$ cat src/rtl/instr_decoder_pkg.sv
// Shared encodings, state codes and pure decode helpers for the registered
// ARM-subset instruction decoder.
package instr_decoder_pkg;

  localparam logic [3:0] COND_EQ = 4'h0;
  localparam logic [3:0] COND_NE = 4'h1;
  localparam logic [3:0] COND_CS = 4'h2;
  localparam logic [3:0] COND_CC = 4'h3;
  localparam logic [3:0] COND_MI = 4'h4;
  localparam logic [3:0] COND_PL = 4'h5;
  localparam logic [3:0] COND_VS = 4'h6;
  localparam logic [3:0] COND_VC = 4'h7;
  localparam logic [3:0] COND_HI = 4'h8;
  localparam logic [3:0] COND_LS = 4'h9;
  localparam logic [3:0] COND_GE = 4'hA;
  localparam logic [3:0] COND_LT = 4'hB;
  localparam logic [3:0] COND_GT = 4'hC;
  localparam logic [3:0] COND_LE = 4'hD;
  localparam logic [3:0] COND_AL = 4'hE;
  localparam logic [3:0] COND_NV = 4'hF;

  localparam logic [2:0] CLS_DP_REG = 3'b000;
  localparam logic [2:0] CLS_DP_IMM = 3'b001;
  localparam logic [2:0] CLS_LS_IMM = 3'b010;
  localparam logic [2:0] CLS_LS_REG = 3'b011;
  localparam logic [2:0] CLS_BRANCH = 3'b101;

  localparam logic [4:0] OP_AND  = 5'b00000;
  localparam logic [4:0] OP_ANDS = 5'b00001;
  localparam logic [4:0] OP_SUB  = 5'b00100;
  localparam logic [4:0] OP_SUBS = 5'b00101;
  localparam logic [4:0] OP_ADD  = 5'b01000;
  localparam logic [4:0] OP_ADDS = 5'b01001;
  localparam logic [4:0] OP_MOVT = 5'b10100;
  localparam logic [4:0] OP_ORR  = 5'b11000;
  localparam logic [4:0] OP_MOV  = 5'b11010;
  localparam logic [4:0] OP_MOVS = 5'b11011;

  localparam logic [6:0] ST_ADD_RR   = 7'd5;
  localparam logic [6:0] ST_ADD_RSH  = 7'd6;
  localparam logic [6:0] ST_ADD_IMM  = 7'd7;
  localparam logic [6:0] ST_MOVT_IMM = 7'd8;
  localparam logic [6:0] ST_MOV_IMM  = 7'd9;
  localparam logic [6:0] ST_ADDS_RR  = 7'd10;
  localparam logic [6:0] ST_ADDS_RSH = 7'd11;
  localparam logic [6:0] ST_ADDS_IMM = 7'd12;
  localparam logic [6:0] ST_MOVS_IMM = 7'd13;
  localparam logic [6:0] ST_B        = 7'd30;
  localparam logic [6:0] ST_BL       = 7'd31;
  localparam logic [6:0] ST_ORR_IMM  = 7'd123;
  localparam logic [6:0] ST_SUBS_IMM = 7'd124;
  localparam logic [6:0] ST_SUB_IMM  = 7'd125;
  localparam logic [6:0] ST_ANDS_IMM = 7'd126;
  localparam logic [6:0] ST_AND_IMM  = 7'd127;

  localparam logic [6:0] LS_IMM_PRE   = 7'd122;
  localparam logic [6:0] LS_IMM_PREWB = 7'd114;
  localparam logic [6:0] LS_IMM_POST  = 7'd106;
  localparam logic [6:0] LS_REG_PRE   = 7'd90;
  localparam logic [6:0] LS_REG_PREWB = 7'd82;
  localparam logic [6:0] LS_REG_POST  = 7'd74;

  typedef struct packed {
    logic [6:0] state;
    logic       illegal;
  } dec_t;

  function automatic dec_t decode_instr(input logic [31:0] instr);
    dec_t       d;
    logic [6:0] base;
    logic [4:0] op;
    d.state   = 7'd0;
    d.illegal = 1'b1;
    base      = 7'd0;
    op        = instr[24:20];
    case (instr[27:25])
      CLS_DP_REG: begin
        if (!instr[4] && (op == OP_ADD)) begin
          d.state   = (instr[11:5] == 7'd0) ? ST_ADD_RR : ST_ADD_RSH;
          d.illegal = 1'b0;
        end else if (!instr[4] && (op == OP_ADDS)) begin
          d.state   = (instr[11:5] == 7'd0) ? ST_ADDS_RR : ST_ADDS_RSH;
          d.illegal = 1'b0;
        end else begin
          d.state   = 7'd0;
          d.illegal = 1'b1;
        end
      end
      CLS_DP_IMM: begin
        d.illegal = 1'b0;
        case (op)
          OP_ADD:  d.state = ST_ADD_IMM;
          OP_ADDS: d.state = ST_ADDS_IMM;
          OP_MOVT: d.state = ST_MOVT_IMM;
          OP_MOV:  d.state = ST_MOV_IMM;
          OP_MOVS: d.state = ST_MOVS_IMM;
          OP_AND:  d.state = ST_AND_IMM;
          OP_ANDS: d.state = ST_ANDS_IMM;
          OP_SUB:  d.state = ST_SUB_IMM;
          OP_SUBS: d.state = ST_SUBS_IMM;
          OP_ORR:  d.state = ST_ORR_IMM;
          default: begin
            d.state   = 7'd0;
            d.illegal = 1'b1;
          end
        endcase
      end
      CLS_LS_IMM, CLS_LS_REG: begin
        // Register-offset forms with bit4 set are media/extension space.
        if (instr[25] && instr[4]) begin
          d.state   = 7'd0;
          d.illegal = 1'b1;
        end else begin
          if (!instr[24]) begin
            base = instr[25] ? LS_REG_POST : LS_IMM_POST;
          end else if (instr[21]) begin
            base = instr[25] ? LS_REG_PREWB : LS_IMM_PREWB;
          end else begin
            base = instr[25] ? LS_REG_PRE : LS_IMM_PRE;
          end
          d.state   = base - {4'd0, instr[23:22], 1'b0} - {6'd0, ~instr[20]};
          d.illegal = 1'b0;
        end
      end
      CLS_BRANCH: begin
        d.state   = instr[24] ? ST_BL : ST_B;
        d.illegal = 1'b0;
      end
      default: begin
        d.state   = 7'd0;
        d.illegal = 1'b1;
      end
    endcase
    return d;
  endfunction

  // flags are packed N,Z,C,V from bit 3 down to bit 0.
  function automatic logic cond_check(input logic [3:0] cond, input logic [3:0] flags);
    logic n, z, c, v, pass;
    n = flags[3];
    z = flags[2];
    c = flags[1];
    v = flags[0];
    case (cond)
      COND_EQ: pass = z;
      COND_NE: pass = !z;
      COND_CS: pass = c;
      COND_CC: pass = !c;
      COND_MI: pass = n;
      COND_PL: pass = !n;
      COND_VS: pass = v;
      COND_VC: pass = !v;
      COND_HI: pass = c && !z;
      COND_LS: pass = !c || z;
      COND_GE: pass = (n == v);
      COND_LT: pass = (n != v);
      COND_GT: pass = !z && (n == v);
      COND_LE: pass = z || (n != v);
      COND_AL: pass = 1'b1;
      default: pass = 1'b0;
    endcase
    return pass;
  endfunction

endpackage

$ cat src/rtl/instr_decoder_pipe_skid_buf.sv
// Two-entry ready/valid buffer: an output register plus one skid slot, so the
// upstream ready depends only on registered state and the flush request.
module decoder_skid_buf #(
  parameter int unsigned W = 9
) (
  input  logic         clk,
  input  logic         reset,
  input  logic         flush,
  input  logic [W-1:0] in_data,
  input  logic         in_valid,
  output logic         in_ready,
  output logic [W-1:0] out_data,
  output logic         out_valid,
  input  logic         out_ready
);

  logic [W-1:0] out_data_r;
  logic [W-1:0] skid_data_r;
  logic         out_valid_r;
  logic         skid_valid_r;
  logic         push_s;

  assign in_ready  = !skid_valid_r && !flush;
  assign push_s    = in_valid && in_ready;
  assign out_data  = out_data_r;
  assign out_valid = out_valid_r;

  // Output slot refills from the skid slot first so ordering is preserved.
  always_ff @(posedge clk) begin
    if (reset) begin
      out_data_r   <= '0;
      skid_data_r  <= '0;
      out_valid_r  <= 1'b0;
      skid_valid_r <= 1'b0;
    end else if (flush) begin
      out_valid_r  <= 1'b0;
      skid_valid_r <= 1'b0;
    end else if (!out_valid_r || out_ready) begin
      if (skid_valid_r) begin
        out_data_r   <= skid_data_r;
        out_valid_r  <= 1'b1;
        skid_valid_r <= 1'b0;
      end else if (push_s) begin
        out_data_r  <= in_data;
        out_valid_r <= 1'b1;
      end else begin
        out_valid_r <= 1'b0;
      end
    end else if (push_s) begin
      skid_data_r  <= in_data;
      skid_valid_r <= 1'b1;
    end
  end

endmodule

$ cat src/rtl/instr_decoder_pipe.sv
// Registered instruction-to-state decoder with condition evaluation, illegal
// detection, skid-buffered handshake and saturating statistics counters.
module instr_decoder_pipe
  import instr_decoder_pkg::*;
#(
  parameter int unsigned STATE_W      = 7,
  parameter int unsigned NOP_CODE     = 1,
  parameter int unsigned ILLEGAL_CODE = 0,
  parameter int unsigned COND_EN      = 1,
  parameter int unsigned CNT_W        = 16
) (
  input  logic               clk,
  input  logic               reset,
  input  logic               flush,
  input  logic [31:0]        in_instr,
  input  logic [3:0]         in_flags,
  input  logic               in_valid,
  output logic               in_ready,
  output logic [STATE_W-1:0] out_state,
  output logic               out_cond_pass,
  output logic               out_illegal,
  output logic               out_valid,
  input  logic               out_ready,
  output logic [CNT_W-1:0]   decode_count,
  output logic [CNT_W-1:0]   illegal_count
);

  if (STATE_W < 7) begin : g_state_w_check
    $error("instr_decoder_pipe: STATE_W must be at least 7");
  end

  localparam int unsigned         PW          = STATE_W + 2;
  localparam logic [STATE_W-1:0]  NOP_STATE   = STATE_W'(NOP_CODE);
  localparam logic [STATE_W-1:0]  ILL_STATE   = STATE_W'(ILLEGAL_CODE);
  localparam logic [CNT_W-1:0]    CNT_MAX     = '1;
  localparam logic [CNT_W-1:0]    CNT_ONE     = CNT_W'(1);

  dec_t               dec_s;
  logic               nv_s;
  logic               pass_s;
  logic [STATE_W-1:0] state_s;
  logic               cond_pass_s;
  logic               illegal_s;
  logic [PW-1:0]      out_data_s;
  logic               xfer_s;
  logic [CNT_W-1:0]   dec_cnt_r;
  logic [CNT_W-1:0]   ill_cnt_r;

  // Decode and condition check; illegal outranks a failed condition.
  always_comb begin
    dec_s       = decode_instr(in_instr);
    nv_s        = (COND_EN != 0) && (in_instr[31:28] == COND_NV);
    pass_s      = (COND_EN != 0) ? cond_check(in_instr[31:28], in_flags) : 1'b1;
    state_s     = ILL_STATE;
    cond_pass_s = 1'b0;
    illegal_s   = 1'b1;
    if (dec_s.illegal || nv_s) begin
      state_s     = ILL_STATE;
      cond_pass_s = 1'b0;
      illegal_s   = 1'b1;
    end else if (!pass_s) begin
      state_s     = NOP_STATE;
      cond_pass_s = 1'b0;
      illegal_s   = 1'b0;
    end else begin
      state_s     = STATE_W'(dec_s.state);
      cond_pass_s = 1'b1;
      illegal_s   = 1'b0;
    end
  end

  decoder_skid_buf #(
    .W (PW)
  ) u_skid (
    .clk       (clk),
    .reset     (reset),
    .flush     (flush),
    .in_data   ({state_s, cond_pass_s, illegal_s}),
    .in_valid  (in_valid),
    .in_ready  (in_ready),
    .out_data  (out_data_s),
    .out_valid (out_valid),
    .out_ready (out_ready)
  );

  assign out_state     = out_data_s[PW-1:2];
  assign out_cond_pass = out_data_s[1];
  assign out_illegal   = out_data_s[0];
  assign xfer_s        = out_valid && out_ready;
  assign decode_count  = dec_cnt_r;
  assign illegal_count = ill_cnt_r;

  // Saturating handshake statistics; flush leaves them untouched.
  always_ff @(posedge clk) begin
    if (reset) begin
      dec_cnt_r <= '0;
      ill_cnt_r <= '0;
    end else begin
      if (xfer_s && (dec_cnt_r != CNT_MAX)) begin
        dec_cnt_r <= dec_cnt_r + CNT_ONE;
      end
      if (xfer_s && out_illegal && (ill_cnt_r != CNT_MAX)) begin
        ill_cnt_r <= ill_cnt_r + CNT_ONE;
      end
    end
  end

endmodule

$ cat config.mk
export PLATFORM = sky130hd
export DESIGN_NAME = instr_decoder_pipe
export DESIGN_NICKNAME = d
export VERILOG_FILES = /design/src/rtl/instr_decoder_pkg.sv /design/src/rtl/instr_decoder_pipe_skid_buf.sv /design/src/rtl/instr_decoder_pipe.sv
export SDC_FILE = /design/constraint.sdc
export NUM_CORES = 1
export LEC_CHECK = 0
export ABC_AREA = 1
export CAP_MARGIN = 0
export CORE_MARGIN = 4
export CORE_UTILIZATION = 50
export DETAILED_ROUTE_END_ITERATION = 10
export GPL_TIMING_DRIVEN = 0
export HOLD_SLACK_MARGIN = 0.06
export MAX_ROUTING_LAYER = met4
export PLACE_DENSITY_LB_ADDON = 0.2
export SKIP_CTS_REPAIR_TIMING = 1
export SLEW_MARGIN = 20
export SYNTH_ARGS = -nofsm -noshare
export SYNTH_HDL_FRONTEND = slang
export SYNTH_HIERARCHICAL = 1
export SYNTH_SLANG_ARGS = --single-unit
$ cat constraint.sdc
create_clock -name clk -period 2 [get_ports clk]
set_input_delay 0.3 -clock clk [delete_from_list [all_inputs] [get_ports clk]]
set_output_delay 0.3 -clock clk [all_outputs]
set_load 0.1 [all_outputs]
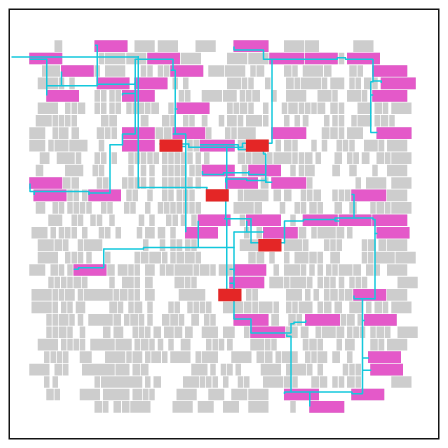
**Above:** run 1 (clock network drawn from the DEF).
Key: flip-flops = magenta [count 52]; clock-net drivers = red [count 5]; clock wires = cyan [length 630 um]
There are 6 routed clock nets.

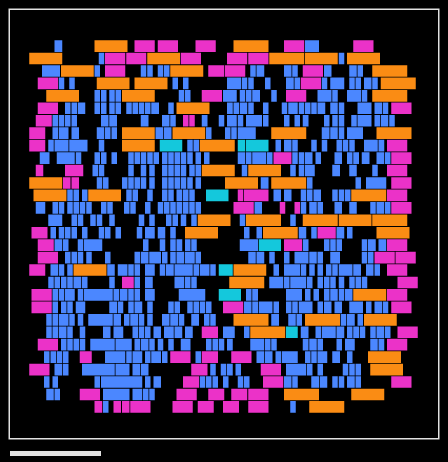
**Above:** run 1 (cell classes on the final placement).
The bar under the picture is 20 um long.
Key: clock drivers and dummy loads = cyan [cells 8]; registers = orange [cells 52]; remaining logic cells = blue [cells 558]; remaining buffers and delay cells = magenta [cells 85]

==> metrics.yaml, run 1 <==
outcome:
  status: "complete, no violations"
power:
  power.internal_mw: 1.442
  p_sw_share_pct: 31.41
  p_per_area_nw_per_um2: 436.5
  combinationalPowerShare_pct: 20.5
  powerSeq_mw: 1.05
  p_seq_share_pct: 50.1
  p_sw_uw: 660.4
  power_frac_clock_pct: 29.4
  p_clk_uw: 618
  comb_power_uw: 431
  p_leak_nw: 2.890
  power.group.top: "registers"
detailed_routing:
  postRouteAntennaNets: 0
  vias_per_cell: 4.999
  wl_met3_um: 322
  dr.pass1.iters: 5
  routed_wl_mm: 9.444
  drc: 0
  via_count: 3994
  wl_met1_mm: 3.986
  routedWlPerCell_um: 11.82
  wl_met2_mm: 5.014
  drt_iter0_markers: 130
  top_layer_used: "met4"
logic_synthesis:
  ys_ff: 52
  syn-num-nets: 671
  ff_type: "dfxtp_1"
  synth_chip_area_sq_um: 3661
  ys_sh_aoi_pct: 7.861
  synthCells: 623
  synth_warnings: 6
  xor_share_pct: 4.545
  ys_sh_simple_pct: 45.28
  syn_area_per_cell_sq_um: 5.876
  ys_cells: 623
  synth-async-reset-ratio_pct: 0
  muxShareOfSynthArea_pct: 0
  ys_types: 33
  topCombFamilyByArea: "simple AND/OR/NAND/NOR gates"
  postSynthSeqShare_pct: 28.43
  syn-cell-area_sq_um: 3661
  edf_count: 0
  fa_ha_area_share_pct: 2.597
run:
  warnings: 40
  cap_violations: 0
setup_path:
  critPathMaxFanout: 5
  path_buffers: 1
  endpoint: "decode_count[11]"
  cp_top_family: "buffers and inverters"
  worstSetupPathType: "reg -> out"
  ff2ff_path_depth: 9
  worstPathRequired_ns: 1.70
  slowest_stage: "dlymetal6s2s_1"
  arrival_ns: 1.54
  path_cells: "dlymetal6s2s_1"
  reg2reg_setup_slack_ns: 0.22
  crit_path_max_incr_delay_ns: 0.81
  crit_start: "decode_count[11]"
  r2r-end: "decode_count[14]"
  startpoint_type: "flip-flop"
  crit_path_end_kind: "primary output"
  worstReg2RegStart: "decode_count[0]"
  cp.depth: 1
placement:
  post-place-cells: 789
  hpwlAfterDp_mm: 7.130
  gp_congestion: 0.9376
  port-buffer-count: 70
  dp_slack_ns: -0.6000
global_route:
  gr-usage-met3_pct: 2.574
  grtUsageMet1_pct: 24.38
  grt_pass1_wl_mm: 15.64
  grt_overflow_total: 0
  grt_antenna_before_repair: 0
  grt.total_usage_pct: 21.96
  grt_pass1_vias: 3733
  grt_max_degree: 18
  met2_usage_pct: 40.80
  busiest_layer: "met2"
clock_network:
  cts_tree: "done"
  numCtsBuffers: 5
  clk_latency_ns: 0.31
  clkSinkCount: 52
  ctsLongestPathBuffers: 2
  clk_pin_slew_worst_paths_ns: 0.11
  cts_htree_levels: 2
  clock-root-buffer: "clkbuf_8"
die:
  rows: 30
  die-area_sq_um: 8755
  fp_util_pct: 52.72
  io_pins: 84
layout:
  fill_cells: 631
  diodes: 0
  drive_above_1_share_pct: 11.24
  nNetsFinal: 750
  area_delta_synth_final_pct: 31.58
  fin_cells: 799
hold_path:
  hold_class: "reg -> reg"
sta:
  hold_violations: 0
  fin_ws_ns: 0.1577
  setup_viol: 0
  clock.fmax_ghz: 0.5428
  max_slew_margin_pct: 32.13
  skew_ns: 0.01313
  rsz0062_at_grt: "no"
  final.min_clock_period_ns: 1.842
  worst_pin_slew_ns: 1.016
  period_used_pct: 92.12
  slew_violations: 0
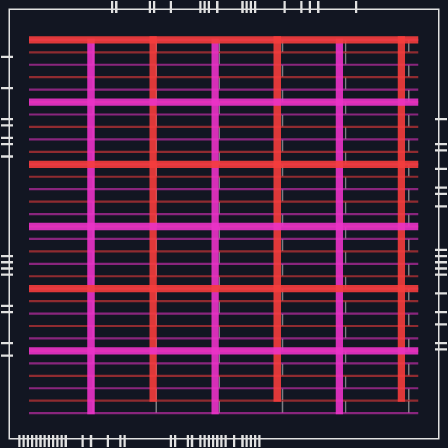
**Above:** run 1 (PDN straps and rails).
Pins as bars on the die edge. Tap cells in gray.
Key: VDD = red; VSS = magenta
The core has 30 rows. 31 met1 rails follow the rows.
VDD IR max: 0.2402 mV
core area: 6944 sq um
die width: 93.57 um
Chip Height: 93.57 um

==> run 1: flip-flops by register name (all words and copies together) (netlist names) <==
signal and count:
u_skid/skid_valid_r 1, u_skid/out_data 9, u_skid/skid_data_r 9, u_skid/out_valid 1, decode_count 16, illegal_count 16
==> run 1: area by class of cell <==
class | instances | area [sq um] | area share, %
inverter | 85 | 319.1 | 6.623
timing repair buffer | 72 | 830.8 | 17.25
sequential | 52 | 1066 | 22.13
clock inverter | 3 | 21.27 | 0.4416
multi-input combinational | 473 | 2297 | 47.69
buffer | 13 | 93.84 | 1.948
clock buffer | 5 | 68.82 | 1.429
tap | 96 | 120.1 | 2.494
==> run 1: cell usage in the layout (no fill, tap or decap), types with 5 or more instances in the layout <==
cell	synthesis	routed
inv_2	2	5
clkbuf_8	0	5
dlymetal6s2s_1	0	52
nor2_1	117	108
nor2_2	1	8
inv_1	83	80
a21oi_1	34	33
nand3_1	42	40
nor3_1	12	12
o21ai_0	15	15
dfxtp_1	52	32
dfxtp_2	0	20
xor2_1	16	15
clkdlybuf4s50_1	0	15
nand4_1	12	12
nand2_1	195	193
==> run 1: Yosys cell counts, types with 2 or more instances <==
| master | instances | area [sq um] |
|---|---|---|
| a21oi_1 | 34 | 170.2 |
| nor2_1 | 117 | 439.2 |
| xnor2_1 | 3 | 26.28 |
| o21ai_0 | 15 | 75.07 |
| ha_1 | 6 | 75.07 |
| xor2_1 | 16 | 140.1 |
| clkbuf_1 | 4 | 15.01 |
| nor3_1 | 12 | 60.06 |
| inv_1 | 83 | 311.6 |
| nand3_1 | 42 | 210.2 |
| nand2_4 | 2 | 22.52 |
| nand2_1 | 195 | 732.0 |
| buf_6 | 4 | 45.04 |
| nand4_1 | 12 | 75.07 |
| dfxtp_1 | 52 | 1041 |
| nand3_2 | 3 | 30.03 |
| buf_2 | 2 | 10.01 |
| nor3_2 | 4 | 40.04 |
| inv_2 | 2 | 7.510 |
| nor2_4 | 2 | 22.52 |
==> run 1: metrics by stage <==
| step | utilization, % | hold slack (ns) | area, sq um | TNS (ns) | total power, mW |
|---|---|---|---|---|---|
| 6_report | 69.37 | 0.4875 | 4817 | 0 | 2.103 |
| 3_3_place_gp | 64.90 | 0.4637 | 4507 | -5.870 | 1.479 |
| 4_1_cts | 66.20 | 0.4920 | 4597 | -8.121 | 2.100 |
| 2_1_floorplan | - | 0.4539 | 3686 | 0 | 1.348 |
| 3_5_place_dp | 64.90 | 0.4731 | 4507 | -6.610 | 1.487 |
| 5_1_grt | 69.37 | 0.5116 | 4817 | 0 | 2.201 |
==> run 1: worst min-delay path by stage <==
stage | start | end | cells past startpoint
6_report | u_skid/out_data[8] | u_skid/out_data[8] | 2
5_1_grt | u_skid/out_data[7] | u_skid/out_data[7] | 2
4_1_cts | u_skid/out_data[8] | u_skid/out_data[8] | 2
3_5_place_dp | u_skid/out_data[8] | u_skid/out_data[8] | 2
3_3_place_gp | u_skid/skid_data_r[8] | u_skid/skid_data_r[8] | 2
2_1_floorplan | u_skid/skid_data_r[0] | u_skid/skid_data_r[0] | 2
==> run 1 -> run 2 <==
HOLD_SLACK_MARGIN = unset   (was 0.06)
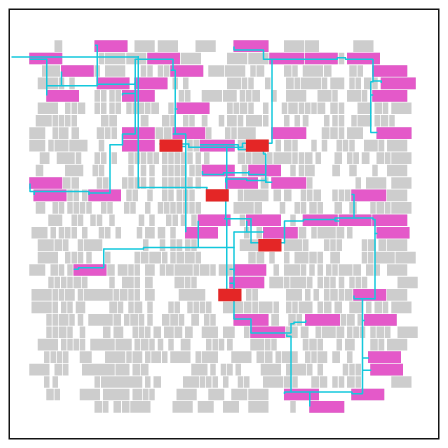
**Above:** run 2 (clock network drawn from the DEF).
Key: flip-flops = magenta [count 52]; clock-net drivers = red [count 5]; clock wires = cyan [length 630 um]
There are 6 routed clock nets.

==> metrics.yaml, run 2 <==
sta:
  clock.fmax_ghz: 0.5428
  setup_tns_ns: 0
  fin_ws_ns: 0.1577
  max_slew_margin_pct: 32.13
  rsz0062_at_grt: "no"
  worst_pin_slew_ns: 1.016
  slew_violations: 0
  final.min_clock_period_ns: 1.842
  skew_ns: 0.01313
  hold_violations: 0
  period_used_pct: 92.12
  setup_viol: 0
die:
  die-area_sq_um: 8755
  die_y_um: 93.57
  die_x_um: 93.57
  core_area_sq_um: 6944
  io_pins: 84
  fp_util_pct: 52.72
  rows: 30
layout:
  diodes: 0
  final_cell_mix: "nand2_1 (193), nor2_1 (108), inv_1 (80)"
  fill_cells: 631
  drive_above_1_share_pct: 11.24
  seq_area_sq_um: 1066
  final_common_cell: "nand2_1"
  area_delta_synth_final_pct: 31.58
  logic_area_sq_um: 2297
  nNetsFinal: 750
logic_synthesis:
  ys_cells: 623
  xor_share_pct: 4.545
  ys_top_cells_by_count: "nand2_1 (195), nor2_1 (117), inv_1 (83), dfxtp_1 (52), nand3_1 (42)"
  synthCells: 623
  top_area_share_pct: 28.43
  edf_count: 0
  syn-num-nets: 671
  topCombFamilyByArea: "simple AND/OR/NAND/NOR gates"
  yosysTopAreaCell: "dfxtp_1"
  top_cell: "nand2_1"
  postSynthSeqShare_pct: 28.43
  synth-async-reset-ratio_pct: 0
  fa_ha_area_share_pct: 2.597
  yosys-top-cells-area: "dfxtp_1 (28%), nand2_1 (20%), nor2_1 (12%)"
  ff_type: "dfxtp_1"
  syn_area_per_cell_sq_um: 5.876
  syn-cell-area_sq_um: 3661
  synth_chip_area_sq_um: 3661
  muxShareOfSynthArea_pct: 0
  ys_types: 33
  ys_sh_aoi_pct: 7.861
  ys_sh_simple_pct: 45.28
  synth_warnings: 6
  ys_ff: 52
power:
  p_per_area_nw_per_um2: 436.5
  p_leak_nw: 2.890
  peakVddDrop_mv: 0.2402
  fin_total_pwr_mw: 2.103
setup_path:
  crit_path_max_incr_delay_ns: 0.81
  startpoint_type: "flip-flop"
  path_buffers: 1
  arrival_ns: 1.54
  critPathMaxFanout: 5
  worstPathRequired_ns: 1.70
  ff2ff_path_depth: 9
  cp.depth: 1
  crit_path_end_kind: "primary output"
  cp_top_family: "buffers and inverters"
  slowest_stage: "dlymetal6s2s_1"
  worstSetupPathType: "reg -> out"
  reg2reg_setup_slack_ns: 0.22
  path_cells: "dlymetal6s2s_1"
detailed_routing:
  via_count: 3994
  vias_per_cell: 4.999
  routed_wl_mm: 9.444
  postRouteAntennaNets: 0
  dr.pass1.iters: 5
  routedWlPerCell_um: 11.82
  drc: 0
  drt_iter0_markers: 130
global_route:
  grt_pass1_vias: 3733
  grt_overflow_total: 0
  grt_antenna_before_repair: 0
  grt_pass1_wl_mm: 15.64
  grt_max_degree: 18
placement:
  hpwlAfterDp_mm: 7.130
  dp_slack_ns: -0.6000
  port-buffer-count: 70
  gp_congestion: 0.9376
clock_network:
  cts_htree_levels: 2
  clk_pin_slew_worst_paths_ns: 0.11
  numCtsBuffers: 5
  clock-root-buffer: "clkbuf_8"
  cts_tree: "done"
  clk_latency_ns: 0.31
  clkSinkCount: 52
  ctsLongestPathBuffers: 2
hold_path:
  hold_class: "reg -> reg"
  hold_depth: 2
outcome:
  status: "complete, no violations"
run:
  warnings: 40
  cap_violations: 0
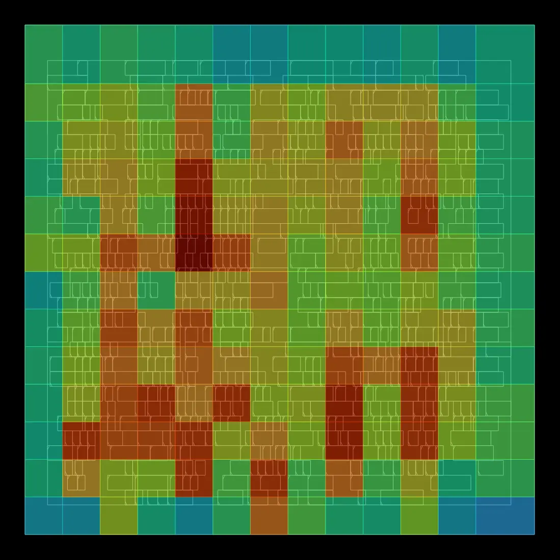
**Above:** run 2 (routing congestion map).
met1 Use GR: 24.38%
GRT Total Usage: 21.96%
Final Core Density: 69.37%
GRT busiest layer: met2
met2 usage: 40.80%

[run 2: layout make-up]
cell class / instances / share of cell area, %
Buffer: 13 / 1.948
Tap cell: 96 / 2.494
Multi-Input combinational cell: 473 / 47.69
Inverter: 85 / 6.623
Timing Repair Buffer: 72 / 17.25
Clock inverter: 3 / 0.4416
Clock buffer: 5 / 1.429
Sequential cell: 52 / 22.13
[run 2: stage by stage]
stage                     instances  hold slack (ns)  util, %  instance area (sq um)
after floorplan                 623           0.4539        -                   3686
after global placement          789           0.4637    64.90                   4507
after detailed placement        789           0.4731    64.90                   4507
after CTS                       797           0.4920    66.20                   4597
after global routing            799           0.5116    69.37                   4817
final                           799           0.4875    69.37                   4817
[run 2: final timing paths]
path,startpoint,end
setup / recovery,decode_count[11],decode_count[11]
hold / removal,u_skid/out_data[8],u_skid/out_data[8]
setup reg to reg,decode_count[0],decode_count[14]
hold reg to reg,u_skid/out_data[8],u_skid/out_data[8]
[run 2: where the power goes]
group / internal (mW) / switching [mW] / total [mW]
Sequential: 1.05 / 0.00707 / 1.05
Combinational: 0.146 / 0.285 / 0.431
Clock: 0.249 / 0.368 / 0.618
Total: 1.44 / 0.660 / 2.10
[run 2: per-layer routing]
| metal | vias to the layer above | part of all wire [%] | GRT usage, % | wire length (um) |
|---|---|---|---|---|
| met5 | - | 0 | - | 0 |
| met4 | 0 | 1.3 | 6.980 | 120 |
| met3 | 12 | 3.4 | 2.574 | 322 |
| met2 | 79 | 53 | 40.80 | 5014 |
| met1 | 1815 | 42 | 24.38 | 3986 |
| li1 | 2088 | - | - | - |
[run 2: kinds of logic after synthesis]
logic type / after synthesis
and+or+nand+nor: 393
buffers and inverters: 98
AOI/OAI and AO/OA: 54
DFF: 52
xor gates and xnor gates: 19
adders and majority gates: 7
**Run 2: where the registers sit**

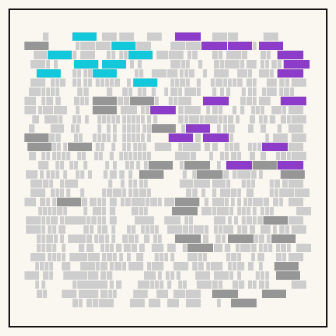

==> run 2 -> run 3 <==
CTS_CLUSTER_DIAMETER = 60   (was unset)
CTS_CLUSTER_SIZE = 16   (was unset)
clock period = 2.3 ns   (was 2 ns; I/O delays follow)
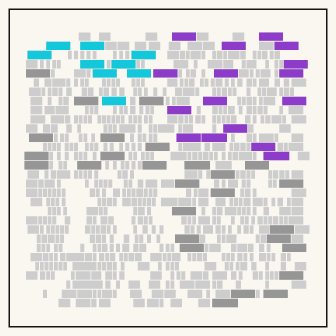
**Above:** run 3 (where the registers sit).
Key: `decode_count` = purple [placed flops 16]; `u_skid/out_data` = cyan [placed flops 9]

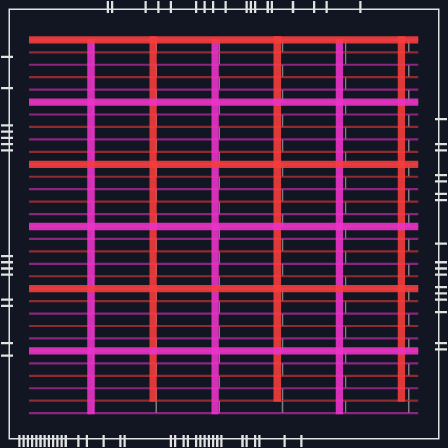
**Above:** run 3 (PDN straps and rails).
Pins as bars on the die edge. Tap cells in gray.
Key: VSS = magenta; VDD = red
The core has 30 rows. 6 straps on met5. 6 straps on met4. 84 signal pins sit on the boundary. 96 tap cells.

==> metrics.yaml, run 3 <==
detailed_routing:
  dr.pass1.iters: 7
  routed_wl_mm: 9.074
  drc: 0
  wl_met2_mm: 4.766
  postRouteAntennaNets: 0
  routedWlPerCell_um: 11.39
  wl_met1_mm: 3.784
  via_count: 4000
  vias_per_cell: 5.019
  wl_met3_um: 431
die:
  die_x_um: 93.57
  io_pins: 84
  die-area_sq_um: 8755
logic_synthesis:
  ys_top_cells_by_count: "nand2_1 (195), nor2_1 (117), inv_1 (83), dfxtp_1 (52), nand3_1 (42)"
  ys_ff: 52
  ys_types: 33
  syn-cell-area_sq_um: 3661
  yosys-top-cells-area: "dfxtp_1 (28%), nand2_1 (20%), nor2_1 (12%)"
  ys_cells: 623
  synth_chip_area_sq_um: 3661
  synth_warnings: 6
  postSynthSeqShare_pct: 28.43
  synth-async-reset-ratio_pct: 0
  synthCells: 623
  edf_count: 0
  top_cell: "nand2_1"
  yosysTopAreaCell: "dfxtp_1"
global_route:
  grt_pass1_wl_mm: 15.37
  grt.total_usage_pct: 21.35
  grt_max_degree: 20
  grt_pass1_vias: 3692
  grt_overflow_total: 0
layout:
  diodes: 0
  area_delta_synth_final_pct: 27.38
  fin_cells: 797
  final_util_pct: 67.15
  final_common_cell: "nand2_1"
setup_path:
  startpoint_type: "flip-flop"
  path_buffers: 1
  worstSetupPathType: "reg -> out"
  worstPathRequired_ns: 1.96
  arrival_ns: 1.91
  crit_path_max_incr_delay_ns: 1.17
placement:
  place_area_sq_um: 4487
  post-place-cells: 789
  port-buffer-count: 70
clock_network:
  ctsLongestPathBuffers: 2
  cts_tree: "done"
  clkSinkCount: 52
  cts_htree_levels: 2
  clk_latency_ns: 0.31
  numCtsBuffers: 5
power:
  power.internal_mw: 1.266
  p_seq_share_pct: 49.7
  p_per_area_nw_per_um2: 395.8
  power_frac_clock_pct: 30.8
run:
  cap_violations: 0
  warnings: 40
sta:
  slew_violations: 0
  rsz0062_at_grt: "no"
  setup_viol: 0
  clock.fmax_ghz: 0.4440
  period_used_pct: 97.92
  max_slew_margin_pct: 34.69
  hold_violations: 0
  skew_ns: 0.01855
  final.min_clock_period_ns: 2.252
hold_path:
  hold_class: "reg -> reg"
outcome:
  status: "complete, no violations"
==> run 3: cell counts after synthesis <==
No cell type changed its count.
==> run 3: power by group through the flow <==
stage	combinational, mW	clock, mW	sequential [mW]
after floorplan	0.168	0	1.00
after global placement	0.349	0	0.938
after detailed placement	0.355	0	0.938
after CTS	0.356	0.591	0.918
after global routing	0.397	0.628	0.919
final	0.361	0.568	0.917
==> run 3: final cells by class <==
| cell class | instances | area (sq um) |
|---|---|---|
| plain buffers | 13 | 93.84 |
| clock buffers | 5 | 68.82 |
| clock inverters | 3 | 28.78 |
| fillers | 645 | 2281 |
| inverters | 85 | 319.1 |
| multi-input cells | 473 | 2238 |
| flip-flops and latches | 52 | 1046 |
| well taps | 96 | 120.1 |
| repair buffers | 70 | 748.2 |
==> run 3: path summary, 6_finish.rpt <==
kind | start | endpoint | slack [ns] | depth (start not counted)
max | decode_count[8] | decode_count[8] | 0.05 | 1
max reg2reg | decode_count[0] | decode_count[4] | 0.48 | 9
min | u_skid/skid_data_r[4] | u_skid/skid_data_r[4] | 0.49 | 2
min reg2reg | u_skid/skid_data_r[4] | u_skid/skid_data_r[4] | 0.49 | 2
==> run 3: logic make-up (layout without fill, tap and decap cells) <==
kind of cell	after synthesis	after routing	synth area share, %
AND-OR/OR-AND	54	54	7.861
flip-flops	52	52	28.43
buffers and inverters	98	176	11.28
XOR/XNOR	19	19	4.545
adder cells (fa/ha/maj)	7	7	2.597
AND/OR/NAND/NOR	393	393	45.28
==> run 3: routing by layer <==
metal,global-route usage [%],vias up
met3,2.494,8
met5,-,-
li1,-,2087
met2,40.92,102
met4,3.971,0
met1,23.85,1803
==> run 3: worst reg2reg max path, delay by kind of cell (launching register included) <==
family | cells | cell delay, ns
buffers and inverters | 2 | 0.21
adder cells (fa/ha/maj) | 1 | 0.26
AND-OR/OR-AND | 1 | 0.06
flip-flops | 1 | 0.39
AND/OR/NAND/NOR | 5 | 0.78
==> run 3: stage by stage <==
| step | power [mW] | hold slack [ns] | setup slack (ns) |
|---|---|---|---|
| global route | 1.944 | 0.5207 | 0.0009943 |
| detailed placement | 1.293 | 0.4769 | -0.3333 |
| finish | 1.846 | 0.4918 | 0.04777 |
| global placement | 1.287 | 0.4642 | -0.3107 |
| floorplan | 1.172 | 0.4539 | 0.1658 |
| CTS | 1.864 | 0.4959 | -0.1779 |
Power figures rest on the tool's default switching activity, not on a simulated workload.
